### Where the registers sit

Other sequential cells in the stronger gray, the rest of the logic in the fainter gray.
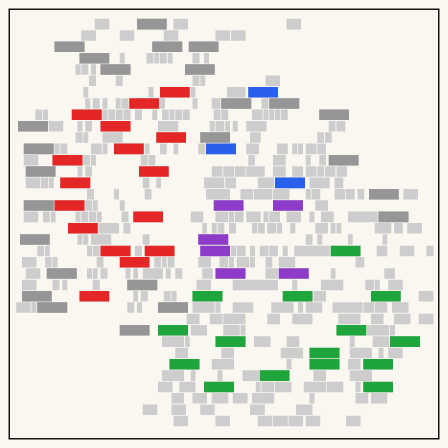
### Logic cells by family

The bar under the picture is 20 um long.
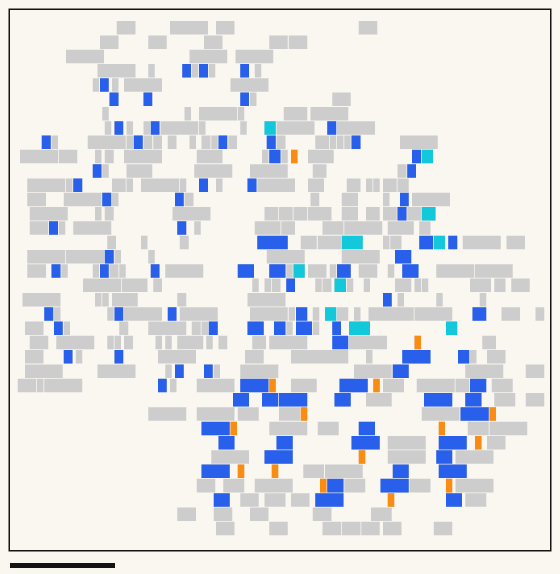
### Signal wires by layer

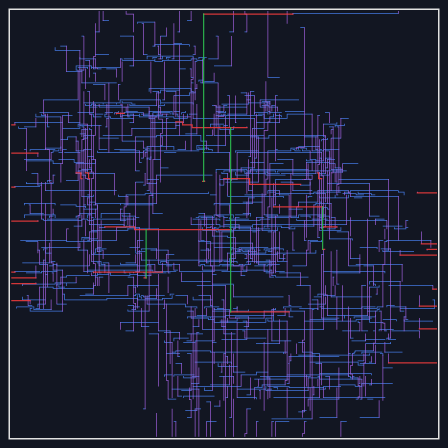
### Pin map

Pins as bars across the die edge, other pins in gray.
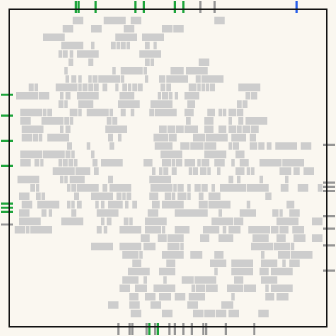
### Clock routing

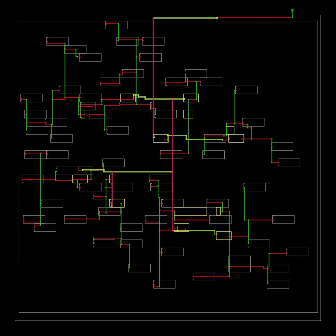
**src/rtl/spi_master_param.sv**
```systemverilog
// Parametrised SPI master: configurable frame width, SCK divider, CPOL/CPHA and CS-high gap.
// Define SPI_MASTER_LSB_FIRST_EN to shift bit 0 first on both MOSI and MISO.
module spi_master_param #(
  parameter int unsigned FRAME_W = 16,
  parameter int unsigned CLK_DIV = 2,
  parameter bit          CPOL    = 1'b0,
  parameter bit          CPHA    = 1'b0,
  parameter int unsigned CS_IDLE = 2
) (
  input  logic               I_clk,
  input  logic               I_rst,
  input  logic               I_start,
  input  logic [FRAME_W-1:0] I_data_in,
  output logic               O_busy,
  output logic               O_done,
  output logic [FRAME_W-1:0] O_data_out,
  input  logic               I_spi_miso,
  output logic               O_spi_sck,
  output logic               O_spi_cs,
  output logic               O_spi_mosi
);

  localparam int unsigned DIV_W  = $clog2(CLK_DIV + 1);
  localparam int unsigned EDGE_W = $clog2(2 * FRAME_W + 1);
  localparam int unsigned GAP_W  = $clog2(CS_IDLE + 1);
  localparam logic [DIV_W-1:0]  DIV_LAST  = DIV_W'(CLK_DIV - 1);
  localparam logic [EDGE_W-1:0] EDGE_LAST = EDGE_W'(2 * FRAME_W);
  localparam logic [GAP_W-1:0]  GAP_LAST  = GAP_W'(CS_IDLE - 1);

  typedef enum logic [2:0] {IDLE, LEAD, XFER, TRAIL, GAP} state_t;

  state_t             state;
  logic [DIV_W-1:0]   div_cnt;
  logic [EDGE_W-1:0]  edge_cnt;
  logic [GAP_W-1:0]   gap_cnt;
  logic [FRAME_W-1:0] tx;
  logic [FRAME_W-1:0] rx;

  logic               half_done_c;
  logic [EDGE_W-1:0]  edge_num_c;
  logic               load_bit_c;
  logic               tx_head_c;
  logic               tx_next_c;
  logic [FRAME_W-1:0] tx_shift_c;
  logic [FRAME_W-1:0] rx_shift_c;

  assign half_done_c = (div_cnt == DIV_LAST);
  assign edge_num_c  = edge_cnt + EDGE_W'(1);

  // Bit-order selection: head is the bit currently due on MOSI, next is the one after it.
`ifdef SPI_MASTER_LSB_FIRST_EN
  assign load_bit_c = I_data_in[0];
  assign tx_head_c  = tx[0];
  assign tx_next_c  = tx[1];
  assign tx_shift_c = tx >> 1;
  assign rx_shift_c = {I_spi_miso, rx[FRAME_W-1:1]};
`else
  assign load_bit_c = I_data_in[FRAME_W-1];
  assign tx_head_c  = tx[FRAME_W-1];
  assign tx_next_c  = tx[FRAME_W-2];
  assign tx_shift_c = tx << 1;
  assign rx_shift_c = {rx[FRAME_W-2:0], I_spi_miso};
`endif

  always_ff @(posedge I_clk) begin
    if (I_rst) begin
      state      <= IDLE;
      div_cnt    <= '0;
      edge_cnt   <= '0;
      gap_cnt    <= '0;
      tx         <= '0;
      rx         <= '0;
      O_spi_cs   <= 1'b1;
      O_spi_sck  <= CPOL;
      O_spi_mosi <= 1'b0;
      O_busy     <= 1'b0;
      O_done     <= 1'b0;
      O_data_out <= '0;
    end else begin
      O_done <= 1'b0;
      case (state)
        IDLE: begin
          if (I_start) begin
            tx         <= I_data_in;
            rx         <= '0;
            div_cnt    <= '0;
            edge_cnt   <= '0;
            O_spi_cs   <= 1'b0;
            O_busy     <= 1'b1;
            O_spi_mosi <= CPHA ? 1'b0 : load_bit_c;
            state      <= LEAD;
          end
        end
        // LEAD's last half-period ends in edge 1, so it shares the edge logic with XFER.
        LEAD, XFER: begin
          if (half_done_c) begin
            div_cnt   <= '0;
            O_spi_sck <= ~O_spi_sck;
            edge_cnt  <= edge_num_c;
            if (edge_num_c[0] ^ CPHA) begin
              rx <= rx_shift_c;
            end else if (CPHA || (edge_num_c != EDGE_LAST)) begin
              O_spi_mosi <= CPHA ? tx_head_c : tx_next_c;
              tx         <= tx_shift_c;
            end
            state <= (edge_num_c == EDGE_LAST) ? TRAIL : XFER;
          end else begin
            div_cnt <= div_cnt + DIV_W'(1);
          end
        end
        TRAIL: begin
          if (half_done_c) begin
            div_cnt    <= '0;
            gap_cnt    <= '0;
            O_spi_sck  <= CPOL;
            O_spi_cs   <= 1'b1;
            O_spi_mosi <= 1'b0;
            O_done     <= 1'b1;
            O_data_out <= rx;
            state      <= GAP;
          end else begin
            div_cnt <= div_cnt + DIV_W'(1);
          end
        end
        GAP: begin
          if (gap_cnt == GAP_LAST) begin
            O_busy <= 1'b0;
            state  <= IDLE;
          end else begin
            gap_cnt <= gap_cnt + GAP_W'(1);
          end
        end
        default: state <= IDLE;
      endcase
    end
  end

endmodule
```
**config.mk**
```make
export PLATFORM = sky130hd
export DESIGN_NAME = spi_master_param
export DESIGN_NICKNAME = d
export VERILOG_FILES = /design/src/rtl/spi_master_param.sv
export SDC_FILE = /design/constraint.sdc
export NUM_CORES = 1
export LEC_CHECK = 0
export CORE_UTILIZATION = 30
export DETAILED_ROUTE_END_ITERATION = 12
export PLACE_DENSITY = 0.5
export SLEW_MARGIN = 30
export SYNTH_ARGS = -nofsm -noshare
export SYNTH_HDL_FRONTEND = slang
export SYNTH_SLANG_ARGS = --single-unit
```
**constraint.sdc**
```tcl
create_clock -name I_clk -period 2.5 [get_ports I_clk]
set_clock_uncertainty 0.1 [all_clocks]
set_input_delay 0.25 -clock I_clk [delete_from_list [all_inputs] [get_ports I_clk]]
set_output_delay 0.25 -clock I_clk [all_outputs]
set_load 0.02 [all_outputs]
```
==> flow_metrics.py <==
# Generated from Yosys and OpenROAD reports
metrics = {
    "layout": {
        "drive_above_1_share_pct": 20.5,
        "layout.nets": 397,
        "clk_share_pct": 5.25,
        "layout.nonclk_buf_share_pct": 13.8,
        "seqCellArea_mm2": 0.00130,
        "layout_top_cell": "dfxtp_1",
        "most-common-layout-cells": "dfxtp_1, nand2_1, a21oi_1",
        "antenna_cells": 0,
        "syn2layout_area_growth_pct": 23.1,
        "logic_area_mm2": 0.00151,
    },
    "sta": {
        "fin_ws_ns": 0.286,
        "setup_viol": 0,
        "rsz0062_at_grt": "no",
        "report.final.slew_viol_count": 0,
    },
    "logic_synthesis": {
        "ys_seq_elements": 65,
        "synthCells": 336,
    },
    "route": {
        "via_per_inst": 4.83,
        "wl_met2_mm": 3.06,
        "wl_met1_mm": 3.16,
        "dr.first_iter.drc_count": 106,
    },
    "die": {
        "nWellTaps": 133,
        "core_mm2": 0.00982,
        "die_w_um": 103,
    },
    "power_and_ir_drop": {
        "swShare_pct": 26.7,
        "clkPwrFrac_pct": 38.4,
        "internal_power_w": 0.00172,
        "top_power_group": "sequential cells",
    },
    "min_path": {
        "min_path_type": "in -> reg",
        "min_delay_worst_endpoint": "gap_cnt[1]$_SDFFE_PP0P_",
    },
    "place": {
        "dp_worst_setup_slack_ns": 0.303,
        "dp_cells": 497,
        "gp_congestion": 0.765,
    },
    "grt": {
        "busiest_layer": "met2",
        "grt_overflow": 0,
        "grt_pass1_wl_mm": 11.3,
        "grt_pass1_vias": 2334,
        "antenna_found_initial": 0,
    },
    "clocking": {
        "clockRootBuffer": "clkbuf_8",
        "holdBufCountCts": 0,
    },
    "critical_path": {
        "required_ns": 2.66,
        "cp_slowest_cell": "or4_4",
    },
    "flow_run": {
        "warnings": 26,
        "maxCapViolCount": 0,
    },
    "outcome": {
        "outcome": "completed",
    },
}
Back to the opening pictures, 'Where the registers sit':
- `tx`: green (flops 15)
- `rx`: red (flops 16)
- `state`: blue (flops 3)
- `edge_cnt`: purple (flops 6; where center)
- not colored: 25

Back to the opening pictures, 'Logic cells by family':
- inverters: orange (cells 15)
- inverting AOI/OAI gates: blue (cells 88; where all over the die)
- AND and OR gates: cyan (cells 10)

Back to the opening pictures, 'Signal wires by layer':
- met2: purple (wire length 3060 um)
- met3: red (wire length 215 um)
- met4: green (wire length 106 um)
- met1: blue (wire length 3160 um)

Back to the opening pictures, 'Pin map':
- `I_clk`: blue (pins 1; direction input; edge top)
- `O_data_out`: green (pins 16; direction output; edge 7 top, 7 left, 2 bottom)

Back to the opening pictures, 'Clock routing':
clk pwr: 0.000903 W
Seq cells: 65
Latency at later pin: 0.34 ns
CTS sink count: 65
Clock Buffer Count: 12

==> cells by family after synthesis <==
group | after synthesis | share of synthesized area, %
AND/OR/NAND/NOR | 120 | 18.9
AND-OR/OR-AND | 89 | 22.7
flip-flops | 65 | 42.8
buffers and inverters | 40 | 7.70
multiplexers | 16 | 5.88
XOR/XNOR | 3 | 0.864
adder cells (fa/ha/maj) | 3 | 1.15
==> through the flow <==
stage / total power, W / hold slack, ns
final: 0.00235 / 0.353
after global routing: 0.00246 / 0.377
after CTS: 0.00238 / 0.354
after detailed placement: 0.00147 / 0.349
after global placement: 0.00147 / 0.345
after floorplan: 0.00138 / 0.302
Power is estimated from default activity; no workload was simulated.
